Run 1, signal wires on met1:
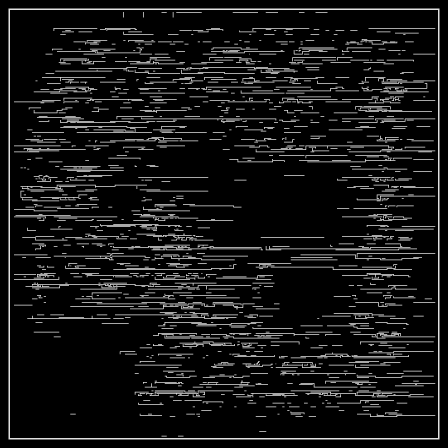
Run 1, M2 wires:
Scale bar: 20 um.
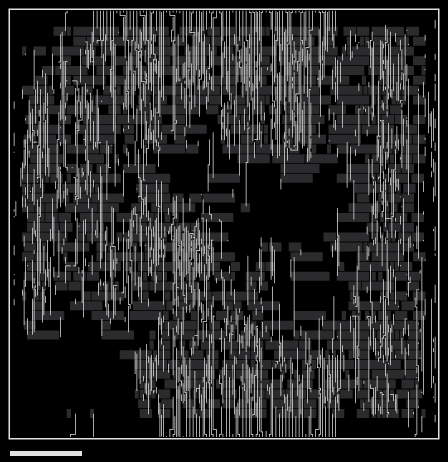
Run 1, signal wires on met3:
Scale bar: 20 um.
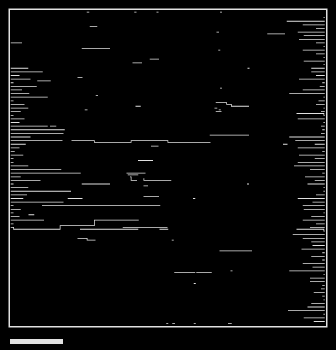
<file path="config.mk">
export PLATFORM = sky130hd
export DESIGN_NAME = axil_cmd_master
export DESIGN_NICKNAME = d
export VERILOG_FILES = /design/src/rtl/axil_cmd_master.sv
export SDC_FILE = /design/constraint.sdc
export NUM_CORES = 1
export LEC_CHECK = 0
export CAP_MARGIN = 20
export CORE_MARGIN = 3
export CORE_UTILIZATION = 40
export CTS_CLUSTER_DIAMETER = 40
export CTS_CLUSTER_SIZE = 24
export DETAILED_ROUTE_END_ITERATION = 16
export PLACE_DENSITY = 0.88
export SLEW_MARGIN = 0
export SYNTH_ARGS = -nofsm -noshare
export SYNTH_HDL_FRONTEND = slang
export SYNTH_SLANG_ARGS = --single-unit
</file>
<file path="constraint.sdc">
create_clock -name clk -period 4.4 [get_ports clk]
set_input_delay 0.66 -clock clk [delete_from_list [all_inputs] [get_ports clk]]
set_output_delay 0.66 -clock clk [all_outputs]
set_load 0.005 [all_outputs]
</file>
<file path="src/rtl/axil_cmd_master.sv">
// Single-outstanding AXI4-Lite initiator: one command in, one AXI-Lite transaction out,
// one response back. A per-transaction watchdog turns a silent slave into a sticky fault.
module axil_cmd_master #(
  parameter int ADDR_W  = 32,
  parameter int DATA_W  = 32,
  parameter int TIMEOUT = 1000
) (
  input  logic                clk,
  input  logic                rst,
  // command stream
  input  logic                cmd_valid,
  output logic                cmd_ready,
  input  logic                cmd_write,
  input  logic [ADDR_W-1:0]   cmd_addr,
  input  logic [DATA_W-1:0]   cmd_wdata,
  // response stream
  output logic                rsp_valid,
  input  logic                rsp_ready,
  output logic                rsp_write,
  output logic [DATA_W-1:0]   rsp_rdata,
  output logic [1:0]          rsp_resp,
  output logic                rsp_timeout,
  output logic                timed_out,
  // AXI4-Lite write address
  output logic [ADDR_W-1:0]   m_axi_awaddr,
  output logic [2:0]          m_axi_awprot,
  output logic                m_axi_awvalid,
  input  logic                m_axi_awready,
  // AXI4-Lite write data
  output logic [DATA_W-1:0]   m_axi_wdata,
  output logic [DATA_W/8-1:0] m_axi_wstrb,
  output logic                m_axi_wvalid,
  input  logic                m_axi_wready,
  // AXI4-Lite write response
  input  logic [1:0]          m_axi_bresp,
  input  logic                m_axi_bvalid,
  output logic                m_axi_bready,
  // AXI4-Lite read address
  output logic [ADDR_W-1:0]   m_axi_araddr,
  output logic [2:0]          m_axi_arprot,
  output logic                m_axi_arvalid,
  input  logic                m_axi_arready,
  // AXI4-Lite read data
  input  logic [DATA_W-1:0]   m_axi_rdata,
  input  logic [1:0]          m_axi_rresp,
  input  logic                m_axi_rvalid,
  output logic                m_axi_rready,
  // debug: current FSM state
  output logic [2:0]          fsm_state
);

  // Handshake rule on every stream: a beat transfers on a rising clk edge where
  // valid and ready are both high; valid never depends combinationally on ready.

  typedef enum logic [2:0] {
    IDLE    = 3'd0,
    WRITE   = 3'd1,
    WRESP   = 3'd2,
    READ    = 3'd3,
    RDATA   = 3'd4,
    RESPOND = 3'd5,
    HALT    = 3'd6
  } state_t;

  localparam int WD_W = (TIMEOUT > 2) ? $clog2(TIMEOUT) : 1;
  // The last busy cycle in which a B/R handshake is still honoured; the
  // watchdog register reaches TIMEOUT-1 at the edge that ends it.
  localparam logic [WD_W-1:0] WD_LAST = WD_W'(TIMEOUT - 2);

  state_t              state, state_next;
  logic                active;
  logic [WD_W-1:0]     wd;
  logic [ADDR_W-1:0]   addr_q;
  logic [DATA_W-1:0]   wdata_q;
  logic                write_q;
  logic                aw_done, w_done;
  logic                rsp_write_q, rsp_timeout_q, timed_out_q;
  logic [DATA_W-1:0]   rsp_rdata_q;
  logic [1:0]          rsp_resp_q;

  logic cmd_fire, aw_fire, w_fire, b_fire, r_fire;
  logic busy, xfer, expire;

  assign cmd_fire = cmd_valid & cmd_ready;
  assign aw_fire  = m_axi_awvalid & m_axi_awready;
  assign w_fire   = m_axi_wvalid & m_axi_wready;
  assign b_fire   = m_axi_bvalid & m_axi_bready;
  assign r_fire   = m_axi_rvalid & m_axi_rready;

  assign busy   = (state == WRITE) || (state == WRESP) ||
                  (state == READ)  || (state == RDATA);
  assign xfer   = b_fire | r_fire;
  assign expire = busy & ~xfer & (wd == WD_LAST);

  assign m_axi_awaddr = addr_q;
  assign m_axi_araddr = addr_q;
  assign m_axi_wdata  = wdata_q;
  assign m_axi_wstrb  = '1;
  assign m_axi_awprot = 3'b000;
  assign m_axi_arprot = 3'b000;

  assign rsp_write   = rsp_write_q;
  assign rsp_rdata   = rsp_rdata_q;
  assign rsp_resp    = rsp_resp_q;
  assign rsp_timeout = rsp_timeout_q;
  assign timed_out   = timed_out_q;
  assign fsm_state   = state;

  always_ff @(posedge clk or posedge rst) begin
    if (rst) state <= IDLE;
    else     state <= state_next;
  end

  always_comb begin
    state_next    = state;
    cmd_ready     = 1'b0;
    m_axi_awvalid = 1'b0;
    m_axi_wvalid  = 1'b0;
    m_axi_bready  = 1'b0;
    m_axi_arvalid = 1'b0;
    m_axi_rready  = 1'b0;
    rsp_valid     = 1'b0;
    case (state)
      IDLE: begin
        // active holds cmd_ready low for the first cycle out of reset
        cmd_ready = active;
        if (cmd_valid && active) state_next = cmd_write ? WRITE : READ;
      end
      WRITE: begin
        m_axi_awvalid = ~aw_done;
        m_axi_wvalid  = ~w_done;
        if ((aw_done || m_axi_awready) && (w_done || m_axi_wready)) state_next = WRESP;
      end
      WRESP: begin
        m_axi_bready = 1'b1;
        if (m_axi_bvalid) state_next = RESPOND;
      end
      READ: begin
        m_axi_arvalid = 1'b1;
        if (m_axi_arready) state_next = RDATA;
      end
      RDATA: begin
        m_axi_rready = 1'b1;
        if (m_axi_rvalid) state_next = RESPOND;
      end
      RESPOND: begin
        rsp_valid = 1'b1;
        if (rsp_ready) state_next = rsp_timeout_q ? HALT : IDLE;
      end
      HALT: state_next = HALT;
      default: state_next = IDLE;
    endcase
    if (expire) state_next = RESPOND;
  end

  always_ff @(posedge clk or posedge rst) begin
    if (rst) begin
      active        <= 1'b0;
      wd            <= '0;
      addr_q        <= '0;
      wdata_q       <= '0;
      write_q       <= 1'b0;
      aw_done       <= 1'b0;
      w_done        <= 1'b0;
      rsp_write_q   <= 1'b0;
      rsp_rdata_q   <= '0;
      rsp_resp_q    <= 2'b00;
      rsp_timeout_q <= 1'b0;
      timed_out_q   <= 1'b0;
    end else begin
      active <= 1'b1;
      if (cmd_fire) begin
        addr_q  <= cmd_addr;
        wdata_q <= cmd_wdata;
        write_q <= cmd_write;
        wd      <= '0;
        aw_done <= 1'b0;
        w_done  <= 1'b0;
      end else if (busy) begin
        wd <= wd + WD_W'(1);
      end
      if (aw_fire) aw_done <= 1'b1;
      if (w_fire)  w_done  <= 1'b1;
      // watchdog expiry and a real B/R handshake are mutually exclusive by construction
      if (expire) begin
        rsp_write_q   <= write_q;
        rsp_rdata_q   <= '0;
        rsp_resp_q    <= 2'b10;
        rsp_timeout_q <= 1'b1;
        timed_out_q   <= 1'b1;
      end else if (b_fire) begin
        rsp_write_q   <= 1'b1;
        rsp_rdata_q   <= '0;
        rsp_resp_q    <= m_axi_bresp;
        rsp_timeout_q <= 1'b0;
      end else if (r_fire) begin
        rsp_write_q   <= 1'b0;
        rsp_rdata_q   <= m_axi_rdata;
        rsp_resp_q    <= m_axi_rresp;
        rsp_timeout_q <= 1'b0;
      end
    end
  end

endmodule

</file>
==> impl_table.tex, run 1 <==
% Yosys + OpenROAD metrics
\begin{tabular}{lr}
\hline
Metric & Value \\
\hline
\multicolumn{2}{l}{\textbf{Setup path}} \\
Type of the worst setup path & reg2out \\
End point of the critical path & m\_axi\_awvalid \\
Number of cells traversed by the worst register-to-register path & 5 \\
Flop2flop setup slack & 1780 ps \\
WP data arrival & $\sim$2100 ps \\
Crit. Startpoint & fsm\_state[0] \\
Capturing element type of the critical path & output port \\
\multicolumn{2}{l}{\textbf{Status}} \\
Status & complete, no violations \\
\multicolumn{2}{l}{\textbf{Drt}} \\
Wire length on met2 & 7600 um \\
Iter 0 DRT Violations & 374 \\
Drc violations & 0 \\
Final ANT Viol Nets & 0 \\
WL met3 & around 1100 um \\
Number of detailed-route iterations in the first pass & 5 \\
Avg Vias per Cell & 4.90 \\
Routed WL per cell & approximately 17 um \\
\multicolumn{2}{l}{\textbf{Die}} \\
Die footprint & 14100 um\^{}2 \\
Number of placed I/O pins & 263 \\
Site Rows & 40 \\
Die Wd & 119 um \\
\multicolumn{2}{l}{\textbf{Power}} \\
Power drawn by the combinational cells & 2.39 mW \\
Internal & 4.00 mW \\
Switching pwr & 1.79 mW \\
Net Sw Frac & around 31\% \\
Main power-consuming group & combinational cells \\
Fraction of power consumed by combinational cells & about two fifths \\
Areal power density over the cells & 720 nW/um\^{}2 \\
Fraction of power consumed by the clock network & 23.7\% \\
Largest voltage drop on the vdd net & 0.000332 V \\
\multicolumn{2}{l}{\textbf{Timing}} \\
Peak clock frequency supported by timing & roughly 360 MHz \\
Slew at the pin closest to its max-slew limit & 910 ps \\
Min Clock Period, post-route & 2750 ps \\
Share of the cycle needed by the critical path after routing & 62.5\% \\
Fin. Hold Viols & 0 \\
Worst slew slack as a fraction of its limit & 39.2\% \\
Setup repair after global routing missed its margin & no \\
Slew Viols, Final & 0 \\
\multicolumn{2}{l}{\textbf{Worst hold path}} \\
Min-Delay Endpoint & m\_axi\_wdata[21] \\
Class of the worst hold path & reg2reg \\
HP Start & m\_axi\_wdata[21] \\
Instance count along the most critical hold path & 2 \\
\multicolumn{2}{l}{\textbf{Synth}} \\
Post-synth EDFFs & 0 \\
Warnings, synthesis & 0 \\
Mean area per synthesized cell & 9.86 um\^{}2 \\
Cell area after synthesis & 5090 um\^{}2 \\
Post-synthesis share of cell area spent on full adders, half adders and majority gates & less than 1\% \\
Number of cells in the yosys synthesis report & approximately 520 \\
Gate count after technology mapping & 516 \\
Async set-reset flop share out of synthesis & 100\% \\
Post-synthesis chip area from yosys & 5090 um\^{}2 \\
Comb area leader & simple AND/OR/NAND/NOR gates \\
Post-Synth AOI/OAI Area & 9.78\% \\
Share of the synthesized netlist area taken by xor and xnor gates & between 1 and 1.5\% \\
\multicolumn{2}{l}{\textbf{Clock network}} \\
Post-CTS Resized & 0 \\
Post-CTS Hold Buffers & 0 \\
Clock-pin slew on the worst setup and hold paths & around 50 ps \\
Clock root cell & clkbuf\_16 \\
Number of levels the H-tree was split into & 4 \\
CTS tree & done \\
Total clock buffers created by CTS & 17 \\
Clock network latency to the later pin of the worst-skew pair & just over 400 ps \\
Buffers inserted during post-CTS setup optimization & 0 \\
Sink count of the clock tree & 118 \\
\multicolumn{2}{l}{\textbf{Placement}} \\
Dpl hpwl & 11000 um \\
Cell area after placement & 7440 um\^{}2 \\
Minimum setup slack after placement & 1510 ps \\
Placer's final routability congestion estimate & 0.795 \\
Total of buffers placed on input and output ports & 252 \\
\multicolumn{2}{l}{\textbf{Cells and area}} \\
Non-filler cells in the finished layout & between 900 and 1000 \\
Most common logic cells in the final layout & 252 x clkdlybuf4s50\_1, 201 x nand2\_1, 118 x dfrtp\_1, 34 x a22o\_1, 17 x clkbuf\_16 \\
Non-Filler Cell Area, Final & 8040 um\^{}2 \\
Area-dominant class & registers \\
Flop count & 118 \\
Proportion of cell area occupied by multi-input gates & 21.0\% \\
Fraction of area in non-clock buffers & 31.8\% \\
Share of cell area taken by flip-flops and latches & 36.7\% \\
Clock buffer cells & 24 \\
Clock-cell share of area & 7.42\% \\
\multicolumn{2}{l}{\textbf{Global route}} \\
Combined global-route utilization of all metal layers & a little over a fifth \\
Layer carrying the most global-route usage & met2 \\
Gr ovfl total & 0 \\
Initial antenna violation count & 0 \\
\multicolumn{2}{l}{\textbf{Flow run}} \\
Total number of warnings across the stage logs & 27 \\
Count of max-cap constraint violations & 0 \\
\hline
\end{tabular}
Back to the opening pictures, 'signal wires on met1':
The longest straight run is 37.3 um. The wires run mostly horizontal. 733 nets have wire on it. The layer carries 5920 um of wire. The layer holds 39% of the routed length.
met1 Track Usage GR: 24.6%
routed vias: 4481

Back to the opening pictures, 'M2 wires':
746 nets have wire on it. The layer carries 7600 um of wire. The layer holds 50% of the routed length.
final routed wirelength across all metal layers: 15100 um
met2 GRT Util: 37.0%

Back to the opening pictures, 'signal wires on met3':
160 nets have wire on it. The longest straight run is 44.2 um.
global-route met3 utilization: 6.32%

-- run 1: critical path, cell delays in order (launching register included) --
cell             delay, ps
dfrtp_1                670
nand2b_1               160
nor3_1                 260
clkdlybuf4s50_1        590
-- run 1: cells by family (layout without fill, tap and decap cells) --
kind of cell	after synthesis	count (layout)
DFF	118	118
adders and majority gates	2	2
xor gates and xnor gates	6	6
other	2	11
buffers and inverters	75	296
AOI/OAI and AO/OA	64	64
and+or+nand+nor	248	248
muxes	1	1
-- run 1: state kept, by name (all words and copies together) (netlist names) --
register	flops
wd	10
aw_done	1
fsm_state	3
rsp_resp	2
write_q	1
rsp_timeout	1
m_axi_wdata	32
rsp_rdata	32
rsp_write	1
m_axi_araddr	32
w_done	1
timed_out	1
active	1
==> run 2, diff against run 1 <==
==> constraint.sdc (replaced) <==
create_clock -name clk -period 2.8 [get_ports clk]
set_input_delay 0.42 -clock clk [delete_from_list [all_inputs] [get_ports clk]]
set_output_delay 0.42 -clock clk [all_outputs]
set_load 0.005 [all_outputs]
Run 2, signal wires on met1:
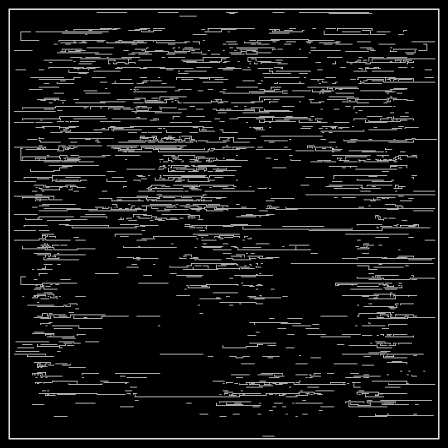
716 nets have wire on it. The layer carries 5770 um of wire. The longest straight run is 41.4 um. The wires run mostly horizontal. The layer holds 37% of the routed length.
final routed wirelength across all metal layers: 15500 um
routed vias: 4486

Run 2, M2 wires:
Scale bar: 20 um.
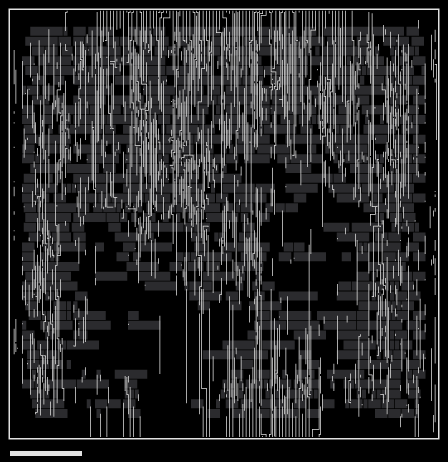
The longest straight run is 54.5 um. 729 nets have wire on it. The layer carries 7950 um of wire. The wires run mostly vertical.
met2 GRT Util: 38.7%

==> run 2 against run 1 <==
  * Sequential power up 57%
  * Final area increased by 1.8%
  * Combinational power grew about 60%
  * Non-clock buffer count is 5 higher
  * Sequential share of layout area is 0.65 points lower
  * Total power grew 63%
  * First-iteration DRC count decreased by 19%
  * Setup slack lost 1300 ps
  * Clock power grew 76%
  * Critical path type unchanged
==> impl_table.tex, run 2 <==
% Yosys + OpenROAD metrics
\begin{tabular}{lr}
\hline
Metric & Value \\
\hline
\multicolumn{2}{l}{\textbf{Synth}} \\
Dominant register cell & dfrtp\_1 \\
Top-area cell share & 58.0\% \\
Cell type with the largest total area after synthesis & dfrtp\_1 \\
Main area contributors & dfrtp\_1 58\%, nand2\_1 15\%, buf\_4 6.2\% \\
Number of cells in the yosys synthesis report & 516 \\
Comb area leader & simple AND/OR/NAND/NOR gates \\
Share of the synthesized netlist area taken by xor and xnor gates & between 1 and 1.5\% \\
Post-synthesis chip area from yosys & 5090 um\^{}2 \\
Post-synth EDFFs & 0 \\
Most common library cells after synthesis & 202 x nand2\_1, 118 x dfrtp\_1, 42 x buf\_4 \\
Synthesized-area fraction occupied by and/or/nand/nor cells & 20.8\% \\
Cell area after synthesis & 5090 um\^{}2 \\
Post-synth seq share & roughly 58\% \\
Mean area per synthesized cell & 9.86 um\^{}2 \\
Gate count after technology mapping & 516 \\
Proportion of synthesized area in mux cells & less than 1\% \\
Post-synthesis share of cell area spent on full adders, half adders and majority gates & less than 1\% \\
Library cell with the highest instance count after synthesis & nand2\_1 \\
Async set-reset flop share out of synthesis & 100\% \\
Warnings, synthesis & 0 \\
Post-Synth AOI/OAI Area & 9.78\% \\
Number of distinct standard cells referenced by the synthesized netlist & 45 \\
Post-synthesis sequential element count & 118 \\
\multicolumn{2}{l}{\textbf{Drt}} \\
Wire length on met2 & 7950 um \\
Routed WL per cell & 16.8 um \\
Met1 wire length & 5770 um \\
Iter 0 DRT Violations & 303 \\
Drc violations & 0 \\
WL met3 & between 1000 and 1500 um \\
Final ANT Viol Nets & 0 \\
Avg Vias per Cell & 4.88 \\
Number of detailed-route iterations in the first pass & 5 \\
Highest metal used & met4 \\
\multicolumn{2}{l}{\textbf{Cells and area}} \\
Flop count & 118 \\
Non-Filler Cell Area, Final & 8190 um\^{}2 \\
Share of cell area taken by flip-flops and latches & 36.1\% \\
Number of diodes & 0 \\
Nonclk buf count & $\sim$260 \\
Total number of multi-input combinational cells & 332 \\
Clock buffer cells & 21 \\
Area-dominant class & registers \\
Count of fill cells added during filler insertion & 923 \\
Multi-input logic area & 1690 um\^{}2 \\
Utilization of the core after routing & 67.0\% \\
Storage element area & 2950 um\^{}2 \\
Fraction of area in non-clock buffers & 32.2\% \\
Invs w/o clock & 7 \\
Fraction of final layout cells with drive strength greater than 1 & 7.19\% \\
Non-filler cells in the finished layout & 919 \\
Clock-cell share of area & 8.13\% \\
Proportion of cell area occupied by multi-input gates & between 20\% and 30\% \\
Most common logic cells in the final layout & 252 x clkdlybuf4s50\_1, 201 x nand2\_1, 118 x dfrtp\_1, 34 x a22o\_1, 17 x clkbuf\_16 \\
Nets & $\sim$850 \\
Area overhead of the layout relative to synthesis & 60.8\% \\
Top cell excl fill/tap & clkdlybuf4s50\_1 \\
\multicolumn{2}{l}{\textbf{Clock network}} \\
CTS tree & done \\
Post-CTS Hold Buffers & 0 \\
Number of levels the H-tree was split into & 4 \\
Clock root cell & clkbuf\_16 \\
Total clock buffers created by CTS & 17 \\
Buffers inserted during post-CTS setup optimization & 0 \\
Sink count of the clock tree & between 100 and 150 \\
Max Root-Sink Buffers & 2 \\
Clock network latency to the later pin of the worst-skew pair & 410 ps \\
Clock-pin slew on the worst setup and hold paths & 60 ps \\
Post-CTS Resized & 0 \\
\multicolumn{2}{l}{\textbf{Timing}} \\
Peak clock frequency supported by timing & 409 MHz \\
Share of the cycle needed by the critical path after routing & 87.4\% \\
Final setup slack of the worst path & roughly 350 ps \\
Finish-stage setup viols & 0 \\
Slew Viols, Final & 0 \\
Setup TNS Final & 0 ps \\
Final Skew & 7.31 ps \\
Min Clock Period, post-route & 2450 ps \\
Setup repair after global routing missed its margin & no \\
Worst hold slack & 258 ps \\
Fin. Hold Viols & 0 \\
Slew at the pin closest to its max-slew limit & 754 ps \\
Worst slew slack as a fraction of its limit & between 40\% and 50\% \\
\multicolumn{2}{l}{\textbf{Die}} \\
Site Rows & $\sim$40 \\
Die footprint & 14100 um\^{}2 \\
Die Wd & 119 um \\
Number of placed I/O pins & about 260 \\
Number of tap cells added at floorplan & about 170 \\
Core Footprint & 12200 um\^{}2 \\
Effective utilization at floorplan & 41.7\% \\
Vertical extent of the die & about 120 um \\
\multicolumn{2}{l}{\textbf{Setup path}} \\
Critical path buffer and inverter count & 1 \\
Startpoint types & flop \\
Crit-path max cell delay & approximately 670 ps \\
Number of cells traversed by the worst register-to-register path & 5 \\
Crit. Startpoint & fsm\_state[0] \\
Destination of the worst register-to-register timing path & m\_axi\_wdata[27] \\
Flop2flop setup slack & 640 ps \\
Number of logic stages on the critical path including buffering & 3 \\
WP data arrival & 2030 ps \\
Worst path required time & 2380 ps \\
Slowest stage cell on the critical path & dfrtp\_1 \\
Reg2reg start & fsm\_state[0] \\
Cell family contributing the most delay on the critical path & flip-flops \\
Cells along the critical path & nand2b\_1 -> nor3\_1 -> clkdlybuf4s50\_1 \\
Maximum fanout encountered on the critical timing path & 18 \\
Capturing element type of the critical path & output port \\
End point of the critical path & m\_axi\_wvalid \\
Type of the worst setup path & reg2out \\
\multicolumn{2}{l}{\textbf{Placement}} \\
Post-Place Cells & between 800 and 900 \\
Minimum setup slack after placement & roughly 600 ps \\
Cell area after placement & approximately 7500 um\^{}2 \\
Placer's final routability congestion estimate & between 0.7 and 0.8 \\
Total of buffers placed on input and output ports & 252 \\
Dpl hpwl & 11200 um \\
\multicolumn{2}{l}{\textbf{Power}} \\
Total power & between 9 and 10 mW \\
Largest voltage drop on the vdd net & slightly above 0.0006 V \\
Areal power density over the cells & 1150 nW/um\^{}2 \\
Leakage dissipation & $\sim$3.8 nW \\
\multicolumn{2}{l}{\textbf{Global route}} \\
Pin count of the biggest net entering global routing & around 50 \\
Met1 Track Usage GR & approximately a quarter \\
Layer carrying the most global-route usage & met2 \\
Global-route met3 utilization & 8.23\% \\
Gr ovfl total & 0 \\
Combined global-route utilization of all metal layers & between 20\% and 30\% \\
First-pass GRT wire length & 24500 um \\
Via count of the first global-routing pass & 4673 \\
Initial antenna violation count & 0 \\
\multicolumn{2}{l}{\textbf{Flow run}} \\
Count of max-cap constraint violations & 0 \\
Total number of warnings across the stage logs & 27 \\
\multicolumn{2}{l}{\textbf{Status}} \\
Status & complete, no violations \\
\multicolumn{2}{l}{\textbf{Worst hold path}} \\
Class of the worst hold path & in2async \\
\hline
\end{tabular}
[run 2: cell counts after synthesis]
No cell type changed its count.
[run 2: logic make-up (layout without fill, tap and decap cells)]
| family | after synthesis | count (layout) |
|---|---|---|
| AND-OR/OR-AND | 64 | 64 |
| multiplexers | 1 | 1 |
| buffers and inverters | 75 | 301 |
| AND/OR/NAND/NOR | 248 | 248 |
| other | 2 | 11 |
| flip-flops | 118 | 118 |
| adder cells (fa/ha/maj) | 2 | 2 |
| XOR/XNOR | 6 | 6 |
[run 2: where the power goes]
part	switching, mW	leakage, nW	internal [mW]
combinational	1.43	1.98	2.39
sequential	0.680	1.49	2.51
clock	0.761	0.316	1.65
==> run 3, diff against run 2 <==
--- a/config.mk
+++ b/config.mk
@@ -5,6 +5,7 @@
 export SDC_FILE = /design/constraint.sdc
 export NUM_CORES = 1
 export LEC_CHECK = 0
+export ABC_CLOCK_PERIOD_IN_PS = 2800
 export CAP_MARGIN = 20
 export CORE_MARGIN = 3
 export CORE_UTILIZATION = 40
Run 3, signal wires on met3:
Scale bar: 20 um.
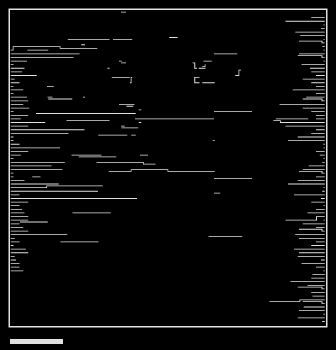
The layer carries 1470 um of wire. The longest straight run is 47.1 um. The wires run mostly horizontal.
global-route met3 utilization: 8.23%

Run 3, routing congestion map:
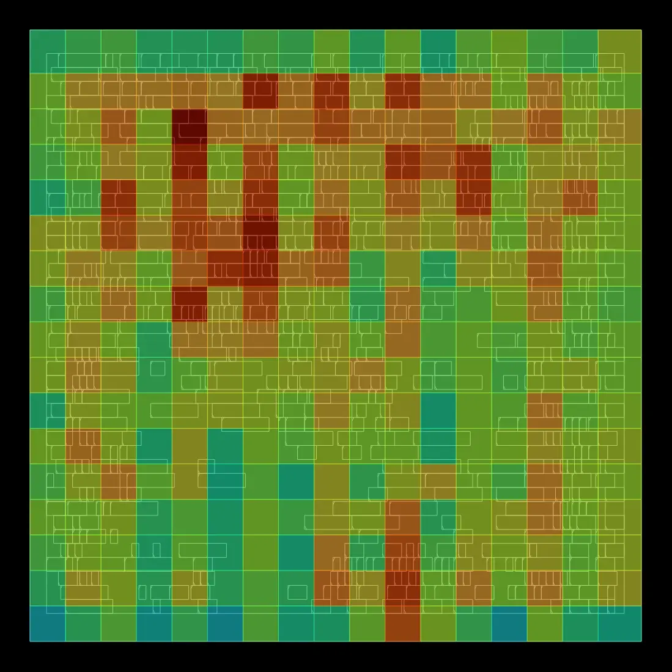
combined global-route utilization of all metal layers: 21.9%
utilization of the core after routing: 67.0%

==> run 3 against run 2 <==
  * Non-clock buffer count is the same
  * Setup slack did not move
  * Combinational power about the same
  * Global-route usage stayed put
  * Final cell count unchanged
  * Critical endpoint unchanged
  * Largest power group unchanged
==> impl_table.tex, run 3 <==
% Yosys + OpenROAD metrics
\begin{tabular}{lr}
\hline
Metric & Value \\
\hline
\multicolumn{2}{l}{\textbf{Timing}} \\
Slew at the pin closest to its max-slew limit & 754 ps \\
Peak clock frequency supported by timing & 409 MHz \\
Min Clock Period, post-route & 2450 ps \\
Share of the cycle needed by the critical path after routing & 87.4\% \\
Final Skew & 7.31 ps \\
Setup repair after global routing missed its margin & no \\
Final setup slack of the worst path & 352 ps \\
Slew Viols, Final & 0 \\
Fin. Hold Viols & 0 \\
Setup TNS Final & 0 ps \\
Finish-stage setup viols & 0 \\
Worst slew slack as a fraction of its limit & between 40 and 50\% \\
\multicolumn{2}{l}{\textbf{Cells and area}} \\
Flop count & 118 \\
Most common logic cells in the final layout & 252 x clkdlybuf4s50\_1, 201 x nand2\_1, 118 x dfrtp\_1, 34 x a22o\_1, 17 x clkbuf\_16 \\
Number of diodes & 0 \\
Nets & 850 \\
Area overhead of the layout relative to synthesis & 60.8\% \\
Clock buffer cells & 21 \\
Fraction of area in non-clock buffers & 32.2\% \\
Share of cell area taken by flip-flops and latches & 36.1\% \\
Fraction of final layout cells with drive strength greater than 1 & 7.19\% \\
Proportion of cell area occupied by multi-input gates & between 20\% and 30\% \\
Multi-input logic area & 1690 um\^{}2 \\
Area-dominant class & registers \\
Count of fill cells added during filler insertion & 923 \\
Clock-cell share of area & under 10\% \\
Nonclk buf count & 262 \\
Invs w/o clock & 7 \\
Total number of multi-input combinational cells & between 300 and 400 \\
Storage element area & 2950 um\^{}2 \\
Top cell excl fill/tap & clkdlybuf4s50\_1 \\
\multicolumn{2}{l}{\textbf{Global route}} \\
Pin count of the biggest net entering global routing & 50 \\
First-pass GRT wire length & 24500 um \\
Initial antenna violation count & 0 \\
Via count of the first global-routing pass & 4673 \\
Gr ovfl total & 0 \\
\multicolumn{2}{l}{\textbf{Clock network}} \\
Sink count of the clock tree & roughly 120 \\
Number of levels the H-tree was split into & 4 \\
CTS tree & done \\
Clock root cell & clkbuf\_16 \\
Post-CTS Hold Buffers & 0 \\
Clock network latency to the later pin of the worst-skew pair & 410 ps \\
Buffers inserted during post-CTS setup optimization & 0 \\
Max Root-Sink Buffers & 2 \\
Clock-pin slew on the worst setup and hold paths & about 60 ps \\
Total clock buffers created by CTS & 17 \\
Post-CTS Resized & 0 \\
\multicolumn{2}{l}{\textbf{Placement}} \\
Total of buffers placed on input and output ports & 252 \\
Dpl hpwl & 11200 um \\
Minimum setup slack after placement & around 610 ps \\
Placer's final routability congestion estimate & 0.772 \\
\multicolumn{2}{l}{\textbf{Drt}} \\
Final ANT Viol Nets & 0 \\
Iter 0 DRT Violations & around 300 \\
Avg Vias per Cell & 4.88 \\
Final routed wirelength across all metal layers & $\sim$15000 um \\
Number of detailed-route iterations in the first pass & 5 \\
Routed WL per cell & 16.8 um \\
Routed vias & 4486 \\
Drc violations & 0 \\
\multicolumn{2}{l}{\textbf{Die}} \\
Core Footprint & roughly 12000 um\^{}2 \\
Die Wd & 119 um \\
Site Rows & 40 \\
Number of tap cells added at floorplan & 168 \\
Number of placed I/O pins & 263 \\
Vertical extent of the die & 119 um \\
Effective utilization at floorplan & 41.7\% \\
Die footprint & 14100 um\^{}2 \\
\multicolumn{2}{l}{\textbf{Synth}} \\
Top-area cell share & between 50\% and 60\% \\
Post-synthesis share of cell area spent on full adders, half adders and majority gates & 0.492\% \\
Number of distinct standard cells referenced by the synthesized netlist & 45 \\
Most common library cells after synthesis & 202 x nand2\_1, 118 x dfrtp\_1, 42 x buf\_4 \\
Share of the synthesized netlist area taken by xor and xnor gates & 1.03\% \\
Post-synth seq share & 58.0\% \\
Async set-reset flop share out of synthesis & 100\% \\
Comb area leader & simple AND/OR/NAND/NOR gates \\
Proportion of synthesized area in mux cells & less than 1\% \\
Main area contributors & dfrtp\_1 58\%, nand2\_1 15\%, buf\_4 6.2\% \\
Library cell with the highest instance count after synthesis & nand2\_1 \\
Dominant register cell & dfrtp\_1 \\
Gate count after technology mapping & 516 \\
Post-synthesis chip area from yosys & 5090 um\^{}2 \\
Cell type with the largest total area after synthesis & dfrtp\_1 \\
Cell area after synthesis & 5090 um\^{}2 \\
Post-synth EDFFs & 0 \\
Post-Synth AOI/OAI Area & 9.78\% \\
Number of cells in the yosys synthesis report & approximately 520 \\
Warnings, synthesis & 0 \\
Synthesized-area fraction occupied by and/or/nand/nor cells & roughly a fifth \\
Mean area per synthesized cell & 9.86 um\^{}2 \\
Post-synthesis sequential element count & 118 \\
\multicolumn{2}{l}{\textbf{Setup path}} \\
End point of the critical path & m\_axi\_wvalid \\
Type of the worst setup path & reg2out \\
Destination of the worst register-to-register timing path & m\_axi\_wdata[27] \\
Capturing element type of the critical path & output port \\
Flop2flop setup slack & 640 ps \\
Startpoint types & flop \\
Crit. Startpoint & fsm\_state[0] \\
Maximum fanout encountered on the critical timing path & 18 \\
Reg2reg start & fsm\_state[0] \\
WP data arrival & 2030 ps \\
Number of cells traversed by the worst register-to-register path & 5 \\
Worst path required time & 2380 ps \\
\multicolumn{2}{l}{\textbf{Flow run}} \\
Count of max-cap constraint violations & 0 \\
Total number of warnings across the stage logs & 27 \\
\multicolumn{2}{l}{\textbf{Power}} \\
Fraction of power consumed by the clock network & between 20\% and 30\% \\
Clk power & 2.41 mW \\
Net Sw Frac & 30.5\% \\
Leakage dissipation & 3.78 nW \\
Internal & 6.55 mW \\
Fraction of power consumed by sequential logic & 33.9\% \\
Sequential group power & 3.19 mW \\
Power drawn by the combinational cells & 3.82 mW \\
Fraction of power consumed by combinational cells & 40.5\% \\
Areal power density over the cells & 1150 nW/um\^{}2 \\
Main power-consuming group & combinational cells \\
Largest voltage drop on the vdd net & 0.000616 V \\
Switching pwr & 2.88 mW \\
\multicolumn{2}{l}{\textbf{Status}} \\
Status & complete, no violations \\
\multicolumn{2}{l}{\textbf{Worst hold path}} \\
Class of the worst hold path & in2async \\
\hline
\end{tabular}
run 3: per-layer routing:
metal,routed length (um),vias up,global-route usage [%]
met5,0,-,0
met2,7950,228,38.7
met1,5770,2144,24.4
li1,-,2087,-
met3,1470,27,8.23
met4,272,0,7.17
run 3: through the flow:
stage / hold WS [ps] / power [mW] / cells / cell area [um^2]
floorplan: 459 / 4.79 / 525 / 5130
global placement: 457 / 6.83 / 887 / 7520
CTS: 239 / 9.52 / 919 / 8190
finish: 258 / 9.43 / 919 / 8190
global route: 241 / 9.97 / 919 / 8190
detailed placement: 451 / 7.01 / 887 / 7520
run 3: critical path: stages (launching register included):
cell and delay (ps):
dfrtp_1 670, nand2b_1 160, nor3_1 220, clkdlybuf4s50_1 580

==> layout pictures side by side <==
M4 wires.
picture 1
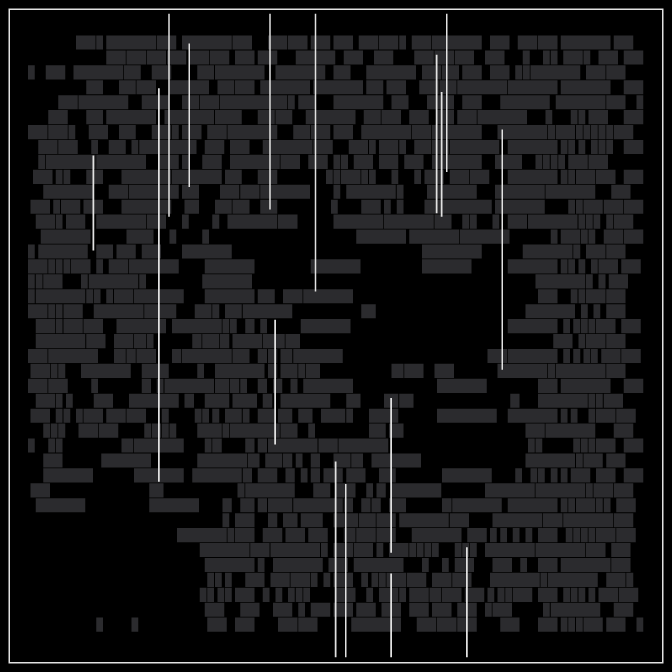
picture 2
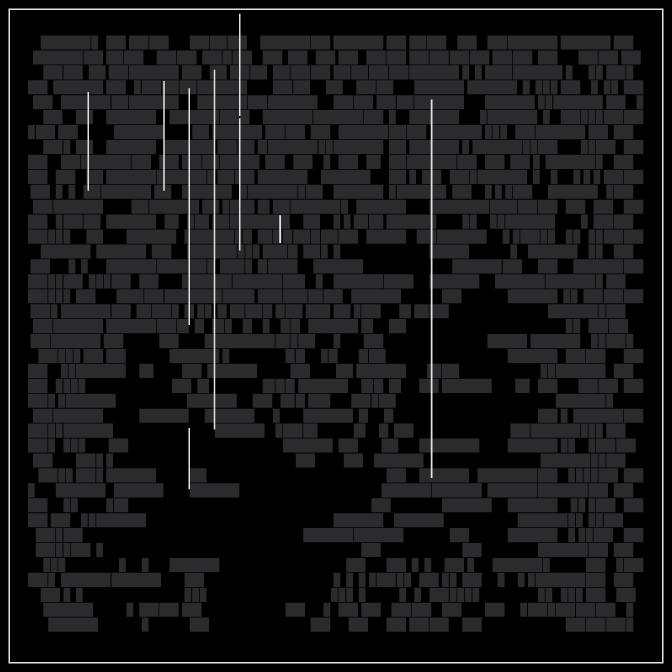
- run 1 = picture 1
- run 3 = picture 2

Key to picture 1:
The layer carries 511 um of wire. The longest straight run is 71.4 um.

Power figures rest on the tool's default switching activity, not on a simulated workload.
